File: config.mk
export PLATFORM = sky130hd
export DESIGN_NAME = ex_alu_pipe
export DESIGN_NICKNAME = d
export VERILOG_FILES = /design/src/rtl/ex_alu_pipe.sv
export SDC_FILE = /design/constraint.sdc
export NUM_CORES = 2
export LEC_CHECK = 0
export CORE_MARGIN = 5
export CORE_UTILIZATION = 45
export CTS_CLUSTER_SIZE = 28
export DETAILED_ROUTE_END_ITERATION = 8
export PLACE_DENSITY_LB_ADDON = 0.3
export SKIP_CTS_REPAIR_TIMING = 1
export SKIP_LAST_GASP = 1
export SYNTH_ARGS = -nofsm -noshare
export SYNTH_HDL_FRONTEND = slang
export SYNTH_SLANG_ARGS = --single-unit
File: constraint.sdc
create_clock -name clk -period 15.04 [get_ports clk]
set_clock_uncertainty 0.05 [all_clocks]
set_input_delay 2.256 -clock clk [delete_from_list [all_inputs] [get_ports clk]]
set_output_delay 2.256 -clock clk [all_outputs]
set_load 0.005 [all_outputs]
File: src/rtl/ex_alu_pipe.sv
// Pipelined integer ALU: computes result and flags at dispatch, then carries them
// through DEPTH stages with stall backpressure, bubble collapse and flush.
module ex_alu_pipe #(
  parameter int unsigned DATA_W = 64,
  parameter int unsigned TAG_W  = 6,
  parameter int unsigned DEPTH  = 3
) (
  input  logic              clk,
  input  logic              rst,
  input  logic [DATA_W-1:0] in1,
  input  logic [DATA_W-1:0] in2,
  input  logic [2:0]        op,
  input  logic [TAG_W-1:0]  rd_in_rn,
  input  logic              ex_enable,
  output logic              ex_busy,
  input  logic              flush,
  input  logic              stall,
  output logic [DATA_W-1:0] out,
  output logic [TAG_W-1:0]  rd_out_rn,
  output logic [2:0]        flags,
  output logic              valid
);

  localparam int unsigned SH_W = $clog2(DATA_W);
  localparam int unsigned MSB  = DATA_W - 1;
  localparam int unsigned LAST = DEPTH - 1;

  localparam logic [2:0] OP_ADD = 3'd0;
  localparam logic [2:0] OP_SUB = 3'd1;
  localparam logic [2:0] OP_AND = 3'd2;
  localparam logic [2:0] OP_OR  = 3'd3;
  localparam logic [2:0] OP_XOR = 3'd4;
  localparam logic [2:0] OP_SLL = 3'd5;
  localparam logic [2:0] OP_SRL = 3'd6;
  localparam logic [2:0] OP_SRA = 3'd7;

  logic [DATA_W:0]   add_ext_c;
  logic [DATA_W:0]   sub_ext_c;
  logic [SH_W-1:0]   shamt_c;
  logic [DATA_W-1:0] alu_res_c;
  logic              alu_cy_c;
  logic              alu_ov_c;
  logic              alu_zero_c;

  logic [DEPTH-1:0]  v_q, v_d;
  logic [DEPTH-1:0]  adv_c;
  logic [DATA_W-1:0] res_q [DEPTH];
  logic [DATA_W-1:0] res_d [DEPTH];
  logic [2:0]        fl_q  [DEPTH];
  logic [2:0]        fl_d  [DEPTH];
  logic [TAG_W-1:0]  tag_q [DEPTH];
  logic [TAG_W-1:0]  tag_d [DEPTH];

  logic              ex_busy_c;
  logic              accept_c;

  // ALU datapath; SUB is in1 + ~in2 + 1 so the carry-out is the NOT-borrow
  always_comb begin
    add_ext_c  = {1'b0, in1} + {1'b0, in2};
    sub_ext_c  = {1'b0, in1} + {1'b0, ~in2} + (DATA_W + 1)'(1);
    shamt_c    = in2[SH_W-1:0];
    alu_res_c  = '0;
    alu_cy_c   = 1'b0;
    alu_ov_c   = 1'b0;
    case (op)
      OP_ADD: begin
        alu_res_c = add_ext_c[DATA_W-1:0];
        alu_cy_c  = add_ext_c[DATA_W];
        alu_ov_c  = (in1[MSB] == in2[MSB]) && (alu_res_c[MSB] != in1[MSB]);
      end
      OP_SUB: begin
        alu_res_c = sub_ext_c[DATA_W-1:0];
        alu_cy_c  = sub_ext_c[DATA_W];
        alu_ov_c  = (in1[MSB] != in2[MSB]) && (alu_res_c[MSB] != in1[MSB]);
      end
      OP_AND: alu_res_c = in1 & in2;
      OP_OR:  alu_res_c = in1 | in2;
      OP_XOR: alu_res_c = in1 ^ in2;
      OP_SLL: alu_res_c = in1 << shamt_c;
      OP_SRL: alu_res_c = in1 >> shamt_c;
      OP_SRA: alu_res_c = DATA_W'($signed(in1) >>> shamt_c);
    endcase
    alu_zero_c = (alu_res_c == '0);
  end

  // Advance chain from the output back: a stage moves if empty or its successor moves
  always_comb begin
    logic a;
    adv_c       = '0;
    a           = !stall || !v_q[LAST];
    adv_c[LAST] = a;
    for (int k = int'(LAST) - 1; k >= 0; k--) begin
      a        = !v_q[k] || a;
      adv_c[k] = a;
    end
  end

  assign ex_busy_c = v_q[0] && !adv_c[0];
  assign accept_c  = ex_enable && !ex_busy_c && !flush;

  // Data only loads with a valid op so outputs keep their last result when idle or flushed
  always_comb begin
    v_d   = v_q;
    res_d = res_q;
    fl_d  = fl_q;
    tag_d = tag_q;
    if (adv_c[0]) begin
      v_d[0] = accept_c;
      if (accept_c) begin
        res_d[0] = alu_res_c;
        fl_d[0]  = {alu_cy_c, alu_ov_c, alu_zero_c};
        tag_d[0] = rd_in_rn;
      end
    end
    for (int k = 1; k < int'(DEPTH); k++) begin
      if (adv_c[k]) begin
        v_d[k] = v_q[k-1];
        if (v_q[k-1]) begin
          res_d[k] = res_q[k-1];
          fl_d[k]  = fl_q[k-1];
          tag_d[k] = tag_q[k-1];
        end
      end
    end
    if (flush) begin
      v_d = '0;
    end
  end

  always_ff @(posedge clk or posedge rst) begin
    if (rst) begin
      v_q <= '0;
      for (int k = 0; k < int'(DEPTH); k++) begin
        res_q[k] <= '0;
        fl_q[k]  <= '0;
        tag_q[k] <= '0;
      end
    end else begin
      v_q   <= v_d;
      res_q <= res_d;
      fl_q  <= fl_d;
      tag_q <= tag_d;
    end
  end

  assign ex_busy   = ex_busy_c;
  assign valid     = v_q[LAST];
  assign out       = res_q[LAST];
  assign flags     = fl_q[LAST];
  assign rd_out_rn = tag_q[LAST];

endmodule

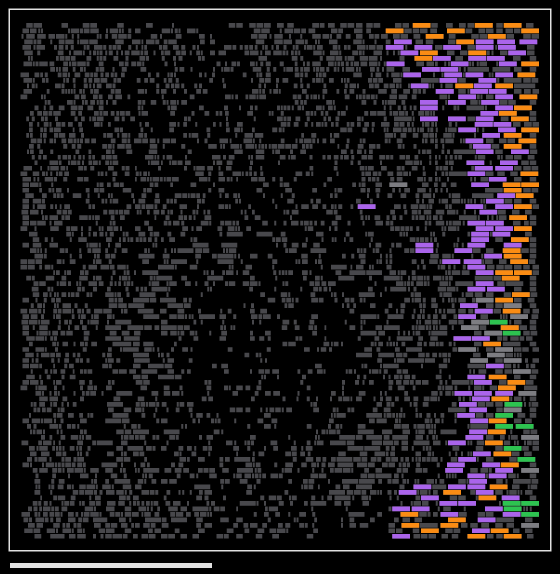
ff_map.png
Bar = 100 um. Other sequential cells in the stronger gray, the rest of the logic in the fainter gray.
- purple: res_q (flops 128; where a vertical strip on the right)
- green: tag_q (flops 12; where lower right)
- orange: out (flops 64; where a vertical strip on the right)
- not colored: 18
final core utilization: 49.8%
Seq area share: 17.0%

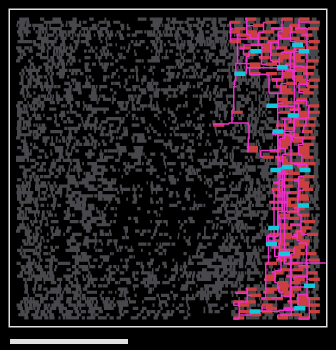
clock_wires.png
Bar = 100 um.
- red: flip-flops (count 222)
- magenta: clock wires (length 2,530 um)
- cyan: clock-net drivers (count 18)
- routed clock nets: 19
- flops lie: a vertical strip on the right
clock group total power: 0.515 mW
Insertion Delay late pin: 0.50 ns
Clock Power Share: 18.2%

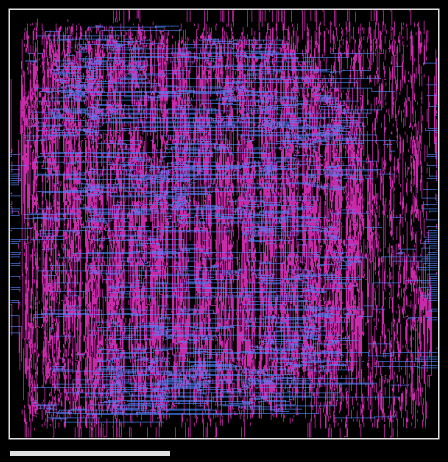
layers.png
Bar = 100 um. Only two layers are drawn.
- magenta: M2 (wire length 66.6 mm)
- blue: M3 (wire length 20.6 mm)
routed len/inst: 35.2 um
detailed-route via count: 33,236

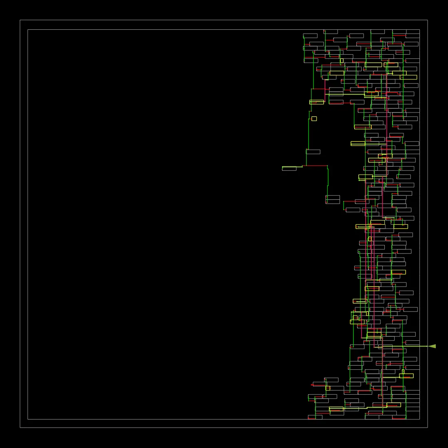
clock_nets.png
TritonCTS buffer count: 18
flip-flops: 222
clock buf count: 21
clk sinks: 222

==> results.cfg <==
; flow metrics
[synthesis]
avgSynthCellArea_um2 = 7.89
yosys_warnings = 0
most_common_cell = nand2_1
synthTopCellsByArea = dfrtp_1 (19%), ha_1 (8.1%), mux2_2 (7.8%)
top_area_cell = dfrtp_1
ys_seq_share_pct = 18.6
yosysTopAreaCellShare_pct = 18.6
ys_types = 100
synth_area_um2 = 29800
async_flop_share_pct = 100
synth_nets = 4116
yosys_cells = 3779
flop_cell = dfrtp_1
edf_count = 0
yosys-top-cells-count = nand2_1 (462), nor2_1 (301), a21oi_1 (273), o21ai_0 (228), dfrtp_1 (222)

[outcome]
outcome = finished clean

[setup_path]
start_kind = input port
max_stage_delay_ns = 0.82
critPathRequiredTime_ns = 15.43
cp_slowest_cell = buf_4
crit_arrival_ns = 9.03
worstReg2RegStart = v_q[2]

[power_and_ir_drop]
total_power_mw = 2.82
ir_drop_v = 0.0000706
p_leak_nw = 13.8

[route]
drt_iter0_drc = 5465
vias_per_cell = 7.16
top_layer = met5
met1Wirelength_um = 63400
ant_nets = 0
wl_met2_um = 66600
wl_met3_um = 20600

[global_routing]
grt_antenna_before_repair = 7
grt_pass1_wl_um = 228000
grt_pass1_vias = 30575
grt_usage_pct = 43.4

[clock_network]
htree_levels = 1
clockBufferDepth = 3

[timing]
setup_tns_ns = 0
finalCriticalPeriod_ns = 8.65
whs_ns = 0.423
hold_viol = 0
fin_ws_ns = 6.39
relSlewSlack_pct = 11.0
rsz0062_at_grt = false
finalCritPeriodShare_pct = 57.5

[placed_design]
gp_congestion = 1.13
place_hpwl_um = 129000
io_buffers = 216

[floorplanning]
core-area_um2 = 65700
fp-utilization_pct = 45.4
num_rows = 94

[finish]
drive_gt1_share_pct = 13.5
syn_to_final_growth_pct = 9.90

[run]
warnings = 158
cap_violations = 0
-- metrics by stage --
stage | std cells | util (%)
2_1_floorplan | 3779 | -
3_3_place_gp | 4607 | 48.8
3_5_place_dp | 4608 | 48.8
4_1_cts | 4638 | 49.8
5_1_grt | 4639 | 49.8
6_report | 4643 | 49.8
-- layout make-up --
type	count	area, um^2
multi-input cells	2992	21700
well taps	864	1080
clock inverters	9	154
fillers	6578	33000
diodes	4	10.0
flip-flops and latches	222	5560
clock buffers	21	483
repair buffers	323	2950
inverters	208	792
-- critical path: cells and delay by family --
family | cells | cell delay [ns]
compound gates | 2 | 0.32
mux | 3 | 1.22
simple gates | 7 | 3.08
buf+inv | 3 | 2.06
-- cell families (layout without fill, tap and decap cells) --
kind of cell	count (synthesis)	after routing	share of synthesized area, %
DFF	222	222	18.6
AOI/OAI and AO/OA	1158	1158	26.0
adders and majority gates	196	196	8.27
other	0	4	0
muxes	437	437	19.6
buffers and inverters	565	561	8.62
xor gates and xnor gates	36	36	1.06
and+or+nand+nor	1165	1165	17.8
-- where the power goes --
group	leakage, nW	total, mW	internal [mW]	switching [mW]
Sequential	2.81	0.842	0.756	0.0861
Clock	0.306	0.515	0.300	0.214
Combinational	10.7	1.46	0.571	0.892
Total	13.8	2.82	1.63	1.19
-- cell usage in the layout (no fill, tap or decap), types with 37 or more instances in the layout --
cell type and instances:
o31ai_1 48, a21oi_1 273, clkdlybuf4s50_1 208, inv_1 200
o221ai_1 37, mux4_2 90, o211ai_1 52, mux2i_1 123
ha_1 193, o22ai_1 58, a31oi_1 39, mux2_2 206
o21ai_0 228, nand2_1 461, a221oi_1 41, buf_4 106
nor4_1 47, nand4_1 49, nor2_1 299, dfrtp_1 222
nand3_1 59, a211oi_1 65, nor3_1 71
-- routing by layer --
layer / global-route usage, % / vias up
met5: 0 / -
met4: 24.8 / 10
met3: 12.0 / 612
met2: 63.0 / 2614
met1: 58.1 / 16064
li1: - / 13936
-- how the worst max path moves through the flow --
stage                     slack [ns]  cells past startpoint   start  endpoint
after floorplan                 6.66                      1     rst   fl_q[3]
after global placement          6.33                     15  in2[1]   fl_q[6]
after detailed placement        6.14                     16  in2[1]   fl_q[6]
after CTS                       6.68                     16  in2[1]   fl_q[6]
after global routing            6.41                     17  in2[1]   fl_q[6]
final                           6.39                     15  in2[1]   fl_q[6]
-- registers in the layout, summed over array words and instances, names as in the netlist --
| register | cells |
|---|---|
| res_q | 128 |
| tag_q | 12 |
| flags | 3 |
| rd_out_rn | 6 |
| v_q | 3 |
| out | 64 |
| fl_q | 6 |
Power figures rest on the tool's default switching activity, not on a simulated workload.
